Placed cells, one colour a class:
(4 px per um)
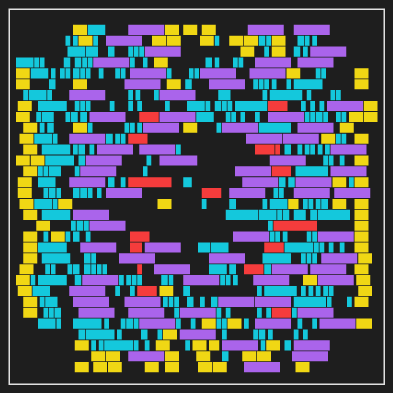
Congestion heat map:
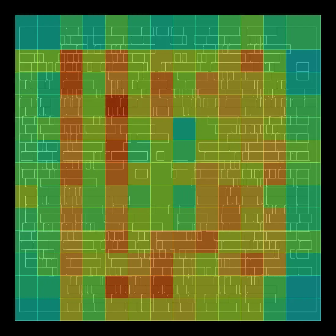
A small window of the routed layout:
Window x 11 to 36, y 58 to 83 um. Cells in grey, sequential cells in the stronger grey; small squares are vias.
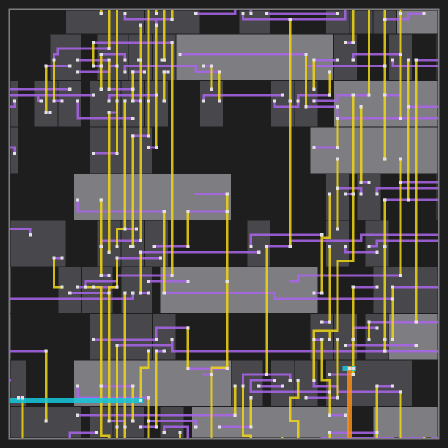
**src/rtl/csa_sub_28bit_2stage_if.sv**
```systemverilog
// Operand/result bundle for csa_sub_28bit_2stage.
// CSA_SUB_STICKY_UF_EN adds the sticky-underflow clear/status pair.
interface csa_sub_28bit_2stage_if;
    logic        in_valid;
    logic [28:0] minuend;
    logic [27:0] subtrahend;
    logic        b_in;
    logic [27:0] diff;
    logic        underflow;
    logic        range_err;
    logic        out_valid;
`ifdef CSA_SUB_STICKY_UF_EN
    logic        uf_clr;
    logic        uf_sticky;

    modport master (
        output in_valid, minuend, subtrahend, b_in, uf_clr,
        input  diff, underflow, range_err, out_valid, uf_sticky
    );
    modport slave (
        input  in_valid, minuend, subtrahend, b_in, uf_clr,
        output diff, underflow, range_err, out_valid, uf_sticky
    );
`else
    modport master (
        output in_valid, minuend, subtrahend, b_in,
        input  diff, underflow, range_err, out_valid
    );
    modport slave (
        input  in_valid, minuend, subtrahend, b_in,
        output diff, underflow, range_err, out_valid
    );
`endif
endinterface

```
**src/rtl/csa_sub_28bit_2stage.sv**
```systemverilog
// Two-stage square-root carry-select subtractor: diff = minuend - subtrahend - b_in.
// Optional sticky underflow flag enabled by defining CSA_SUB_STICKY_UF_EN.
module csa_sub_28bit_2stage #(
    parameter int unsigned LAT = 2
) (
    input logic                    clk,
    input logic                    rstn,
    csa_sub_28bit_2stage_if.slave  sub_io
);

    if (LAT != 2) begin : g_lat_check
        $error("csa_sub_28bit_2stage supports LAT = 2 only");
    end

    // Block boundaries (sizes 1..5 in stage 1; 6, 7 and 1-bit tail in stage 2).
    localparam int unsigned S1Lo [6] = '{0, 1, 3, 6, 10, 15};
    localparam int unsigned S2Lo [4] = '{0, 6, 13, 14};

    function automatic logic [7:0] blk_add(input logic [6:0] a, input logic [6:0] b,
                                           input logic cin, input int unsigned w);
        logic [6:0] s;
        logic       c;
        s = '0;
        c = cin;
        for (int i = 0; i < 7; i++) begin
            if (i < int'(w)) begin
                s[i] = a[i] ^ b[i] ^ c;
                c    = (a[i] & b[i]) | (c & (a[i] ^ b[i]));
            end
        end
        return {c, s};
    endfunction

    function automatic logic [7:0] blk_sel(input logic [6:0] a, input logic [6:0] b,
                                           input logic cin, input int unsigned w);
        logic [7:0] r0;
        logic [7:0] r1;
        r0 = blk_add(a, b, 1'b0, w);
        r1 = blk_add(a, b, 1'b1, w);
        return cin ? r1 : r0;
    endfunction

    logic [28:0] op_a, op_b;
    assign op_a = sub_io.minuend;
    assign op_b = ~{1'b0, sub_io.subtrahend};

    logic [14:0] lo_q, lo_d;
    logic        c15_q, c15_d;
    logic [13:0] a_hi_q, a_hi_d, b_hi_q, b_hi_d;
    logic        v1_q;
    logic [27:0] diff_q, diff_d;
    logic        uf_q, uf_d, re_q, re_d, ov_q;

    logic [21:0] a1_ext, b1_ext;
    logic [14:0] lo_sum;
    logic [7:0]  blk1;
    logic        c1;

    always_comb begin
        a1_ext = {7'd0, op_a[14:0]};
        b1_ext = {7'd0, op_b[14:0]};
        lo_sum = '0;
        blk1   = '0;
        c1     = ~sub_io.b_in;
        for (int k = 0; k < 5; k++) begin
            blk1   = blk_sel(a1_ext[S1Lo[k] +: 7], b1_ext[S1Lo[k] +: 7], c1,
                             S1Lo[k+1] - S1Lo[k]);
            lo_sum = lo_sum | 15'(22'(blk1[6:0]) << S1Lo[k]);
            c1     = blk1[7];
        end
        lo_d   = sub_io.in_valid ? lo_sum      : lo_q;
        c15_d  = sub_io.in_valid ? c1          : c15_q;
        a_hi_d = sub_io.in_valid ? op_a[28:15] : a_hi_q;
        b_hi_d = sub_io.in_valid ? op_b[28:15] : b_hi_q;
    end

    logic [19:0] a2_ext, b2_ext;
    logic [13:0] hi_sum;
    logic [7:0]  blk2;
    logic        c2;

    always_comb begin
        a2_ext = {6'd0, a_hi_q};
        b2_ext = {6'd0, b_hi_q};
        hi_sum = '0;
        blk2   = '0;
        c2     = c15_q;
        for (int k = 0; k < 3; k++) begin
            blk2   = blk_sel(a2_ext[S2Lo[k] +: 7], b2_ext[S2Lo[k] +: 7], c2,
                             S2Lo[k+1] - S2Lo[k]);
            hi_sum = hi_sum | 14'(20'(blk2[6:0]) << S2Lo[k]);
            c2     = blk2[7];
        end
        // c2 is now the no-borrow carry out of bit 28.
        diff_d = v1_q ? {hi_sum[12:0], lo_q} : diff_q;
        uf_d   = v1_q ? ~c2                  : uf_q;
        re_d   = v1_q ? (c2 & hi_sum[13])    : re_q;
    end

    always_ff @(posedge clk or negedge rstn) begin
        if (!rstn) begin
            lo_q   <= '0;
            c15_q  <= 1'b0;
            a_hi_q <= '0;
            b_hi_q <= '0;
            v1_q   <= 1'b0;
            diff_q <= '0;
            uf_q   <= 1'b0;
            re_q   <= 1'b0;
            ov_q   <= 1'b0;
        end else begin
            lo_q   <= lo_d;
            c15_q  <= c15_d;
            a_hi_q <= a_hi_d;
            b_hi_q <= b_hi_d;
            v1_q   <= sub_io.in_valid;
            diff_q <= diff_d;
            uf_q   <= uf_d;
            re_q   <= re_d;
            ov_q   <= v1_q;
        end
    end

    assign sub_io.diff      = diff_q;
    assign sub_io.underflow = uf_q;
    assign sub_io.range_err = re_q;
    assign sub_io.out_valid = ov_q;

`ifdef CSA_SUB_STICKY_UF_EN
    logic sticky_q, sticky_d;

    // Set takes priority over a same-cycle clear.
    always_comb begin
        sticky_d = sticky_q;
        if (sub_io.uf_clr) sticky_d = 1'b0;
        if (v1_q && (uf_d || re_d)) sticky_d = 1'b1;
    end

    always_ff @(posedge clk or negedge rstn) begin
        if (!rstn) sticky_q <= 1'b0;
        else       sticky_q <= sticky_d;
    end

    assign sub_io.uf_sticky = sticky_q;
`endif

endmodule

```
**src/flat_wrapper.sv**
```systemverilog
// flat-port wrapper written by rule: the top's interface ports become plain ports
module csa_sub_28bit_2stage_flat 
#(
    parameter int unsigned LAT = 2
)
  (clk, rstn, sub_io_in_valid, sub_io_minuend, sub_io_subtrahend, sub_io_b_in, sub_io_diff, sub_io_underflow, sub_io_range_err, sub_io_out_valid);
  csa_sub_28bit_2stage_if sub_io_i ();
  input logic clk;
  input logic rstn;
  input wire logic [$bits(sub_io_i.in_valid)-1:0] sub_io_in_valid;
  input wire logic [$bits(sub_io_i.minuend)-1:0] sub_io_minuend;
  input wire logic [$bits(sub_io_i.subtrahend)-1:0] sub_io_subtrahend;
  input wire logic [$bits(sub_io_i.b_in)-1:0] sub_io_b_in;
  output wire logic [$bits(sub_io_i.diff)-1:0] sub_io_diff;
  output wire logic [$bits(sub_io_i.underflow)-1:0] sub_io_underflow;
  output wire logic [$bits(sub_io_i.range_err)-1:0] sub_io_range_err;
  output wire logic [$bits(sub_io_i.out_valid)-1:0] sub_io_out_valid;
  assign sub_io_i.in_valid = sub_io_in_valid;
  assign sub_io_i.minuend = sub_io_minuend;
  assign sub_io_i.subtrahend = sub_io_subtrahend;
  assign sub_io_i.b_in = sub_io_b_in;
  assign sub_io_diff = sub_io_i.diff;
  assign sub_io_underflow = sub_io_i.underflow;
  assign sub_io_range_err = sub_io_i.range_err;
  assign sub_io_out_valid = sub_io_i.out_valid;
  csa_sub_28bit_2stage #(.LAT(LAT)) u_core (.clk(clk), .rstn(rstn), .sub_io(sub_io_i));
endmodule
```
**config.mk**
```make
export PLATFORM = sky130hd
export DESIGN_NAME = csa_sub_28bit_2stage_flat
export DESIGN_NICKNAME = d
export VERILOG_FILES = /design/src/rtl/csa_sub_28bit_2stage_if.sv /design/src/rtl/csa_sub_28bit_2stage.sv /design/src/flat_wrapper.sv
export SDC_FILE = /design/constraint.sdc
export NUM_CORES = 1
export LEC_CHECK = 0
export ABC_AREA = 1
export CAP_MARGIN = 0
export CORE_UTILIZATION = 44
export DETAILED_ROUTE_END_ITERATION = 8
export PLACE_DENSITY = 0.76
export SLEW_MARGIN = 40
export SYNTH_ARGS = -nofsm -noshare
export SYNTH_HDL_FRONTEND = slang
export SYNTH_SLANG_ARGS = --single-unit
export TNS_END_PERCENT = 20
```
**constraint.sdc**
```tcl
create_clock -name clk -period 6.4 [get_ports clk]
set_input_delay 0.64 -clock clk [delete_from_list [all_inputs] [get_ports clk]]
set_output_delay 0.64 -clock clk [all_outputs]
set_load 0.01 [all_outputs]
```
==> results_slide.txt <==
Run Summary

Outcome
  • Outcome: finished, final reports clean

Job
  • Tool warning count: 34

Final timing
  • Pins Over Slew Limit: 0
  • Clock Skew: 0.00956 ns
  • Fin crit period: about 6.0 ns
  • Setup TNS: 0 ns
  • Setup ws final: 0.378 ns
  • Final period utilization: 0.941
  • Final hold vios: 0
  • Worst slew margin: 0.544
  • Final setup vio count: 0
  • Tightest Pin Transition: about 0.68 ns

Logic synthesis
  • Number of library cell types mapped by synthesis: 18
  • Basic Gates by Area: 0.165
  • Yosys xor share: 0.0167
  • Mux cell area share: 0
  • Flops & latches, synth: about 76
  • Leading area contributor after synthesis: dfrtp_1
  • Syn_area_per_cell: 9.69 sq um
  • Yosys warning tally: 0
  • Syn_nets: 477
  • Area fraction in compound gates: 0.0599
  • Cells in synth_stat.txt: 379
  • Synth Instances: 379
  • Synth Seq Share: 0.518
  • Synth logic family: adder cells
  • Top cells by area: dfrtp_1 52%, nand2_1 16%, fa_1 11%, o21ai_0 5.6%, ha_1 5.4%
  • Synthesized area: roughly 3700 sq um
  • Adder Share, Synth: 0.169

Detailed routing
  • Routed vias: around 2.7k
  • WL met2: approximately 3700 um
  • ANT nets after route: 0
  • Drt first pass iters: 4
  • Met3 wire length: 333 um
  • 1st-iter DRT viols: approximately 93
  • Total Wirelength: 7170 um
  • Vias per Instance: 4.67
  • # DRC: 0
  • Top Metal Used: met4
  • Met1 WL: 3070 um

Clock tree
  • Num CTS Buffers: 9
  • CTS tree: yes
  • Htree depth: 3
  • Clk latency late pin: 0.33 ns
  • Post-cts resize count: 3
  • Clk buf depth: 2
  • Hold bufs inserted after CTS: 0
  • CTS Sinks: 76
  • Clk slew on worst S/H paths: around 0.080 ns
  • Clk root buf: clkbuf_8
  • Postcts setup bufs: 0

Floorplanning
  • Fp_density: 0.466
  • Die ar.: 8720 sq um
  • Die width: 93.4 um
  • Ports: just over 90

Placement
  • Port bufs: 91
  • Placed cells: around 560
  • Setup WS pre-CTS: -0.214 ns
  • GPL Wtd Cong: 0.759
  • Dpl cell area: about 4600 sq um

Finish
  • Cell Count, Final, Fillers Out: 575
  • Fill count: 667
  • Synth-to-Final Area Change: 32.5%
  • Top cells excl fill/tap: 152 x nand2_1, 90 x clkdlybuf4s50_1, 75 x dfrtp_1
  • Layout cells sized above 1: 0.0592
  • Ant. Diodes: 0
  • Nets: 566

Worst setup path
  • Critical path depth: 20
  • CP delay by family, top: adder cells
  • Most common cell on crit path: fa_2
  • Startpoint Class: register
  • Worst R2R Setup Slack: 0.38 ns
  • Max incr delay on CP: 0.46 ns
  • Crit Reg-Reg Endpoint: u_core.sub_io.range_err
  • CP endpoint kind: register
  • CP arrival: 6.26 ns
  • Req. time, crit path: 6.63 ns
  • WS Path Type: register to register
  • Worst setup path startpoint: u_core.b_hi_q[0]
  • Crit-path slowest cell: fa_1

Global routing
  • Vias in the first global route: approximately 2.8k
  • Most Crowded Layer GR: met2
  • Grt total ovfl: 0
  • Pin count of the biggest net entering global routing: roughly 77
  • Initial antenna violation count: 0
  • First-pass GRT wire length: around 12000 um

Pwr
  • Worst vdd ir: 111 uV
  • Leak pwr: 0.00237 uW
  • Total Power: 1320 uW
  • Cell area power density: 272 nW/um^2
## Picture notes: 'placed cells, one colour a class'
- clock drivers and dummy loads: red (cells 16; share of their area 4.8%)
- registers: purple (cells 76; share of their area 40%)
- remaining logic cells: cyan (cells 288; share of their area 35%)
- remaining buffers and delay cells: yellow (cells 93; share of their area 20%)
Core Area: 7890 sq um
design area: 4870 sq um
Rows: 32
post-layout util: 0.617

## Picture notes: 'congestion heat map'
wire per inst: 12.5 um
GR Layer Usage met1: 0.223
GR Util All Layers: 0.184
GRT met2 Usage: 0.326
Global Route met3 Usage: 0.0317

## Picture notes: 'a small window of the routed layout'
- M3: cyan
- M1: purple
- M2: yellow
- M4: orange
- most frequent: nand2_1 (25), inv_1 (7), dfrtp_1 (7)
- cells with their middle in the window: 54
- netlist names of flops here include: `u_core.lo_q` (4), `u_core.sub_io.diff` (3)
- sequential cells in the window: 7

==> flip-flops by register name (all words and copies together) (netlist names) <==
signal / count
u_core.sub_io.diff: 28
u_core.lo_q: 15
u_core.a_hi_q: 14
u_core.b_hi_q: 14
u_core.c15_q: 1
u_core.sub_io.out_valid: 1
u_core.sub_io.range_err: 1
u_core.sub_io.underflow: 1
u_core.v1_q: 1
==> synthesized netlist by cell type <==
| master | number |
|---|---|
| nand3_1 | 3 |
| buf_4 | 5 |
| o21ai_1 | 1 |
| a21oi_1 | 2 |
| nand2_1 | 152 |
| dfrtp_1 | 76 |
| inv_4 | 1 |
| inv_1 | 38 |
| o21ai_0 | 41 |
| xnor2_1 | 5 |
| xor2_1 | 2 |
| nor2_1 | 5 |
| fa_1 | 21 |
| ha_1 | 16 |
| buf_2 | 5 |
| buf_6 | 4 |
| inv_2 | 1 |
| clkbuf_2 | 1 |
==> power by group <==
group	switching, uW	internal [uW]
Clock	164	242
Combinational	142	173
Sequential	47.1	556
==> area by class of cell <==
cell class	instances	area [sq um]	area share
Clock buffer	13	159	0.0327
Clock inverter	3	68.8	0.0141
Inverter	40	154	0.0316
Multi-Input combinational cell	248	1530	0.314
Sequential cell	76	1900	0.391
Tap cell	102	128	0.0262
Timing Repair Buffer	93	927	0.191
==> worst min path at each step <==
stage	startpoint	to	slack, ns	depth (start not counted)
2_1_floorplan	rstn	u_core.a_hi_q[0]	0.34	0
3_3_place_gp	u_core.sub_io.diff[19]	u_core.sub_io.diff[19]	0.45	2
3_5_place_dp	u_core.sub_io.diff[19]	u_core.sub_io.diff[19]	0.46	2
4_1_cts	rstn	u_core.a_hi_q[9]	0.34	1
5_1_grt	rstn	u_core.sub_io.diff[18]	0.38	1
6_report	rstn	u_core.sub_io.diff[18]	0.32	1
Power is estimated from default activity; no workload was simulated.
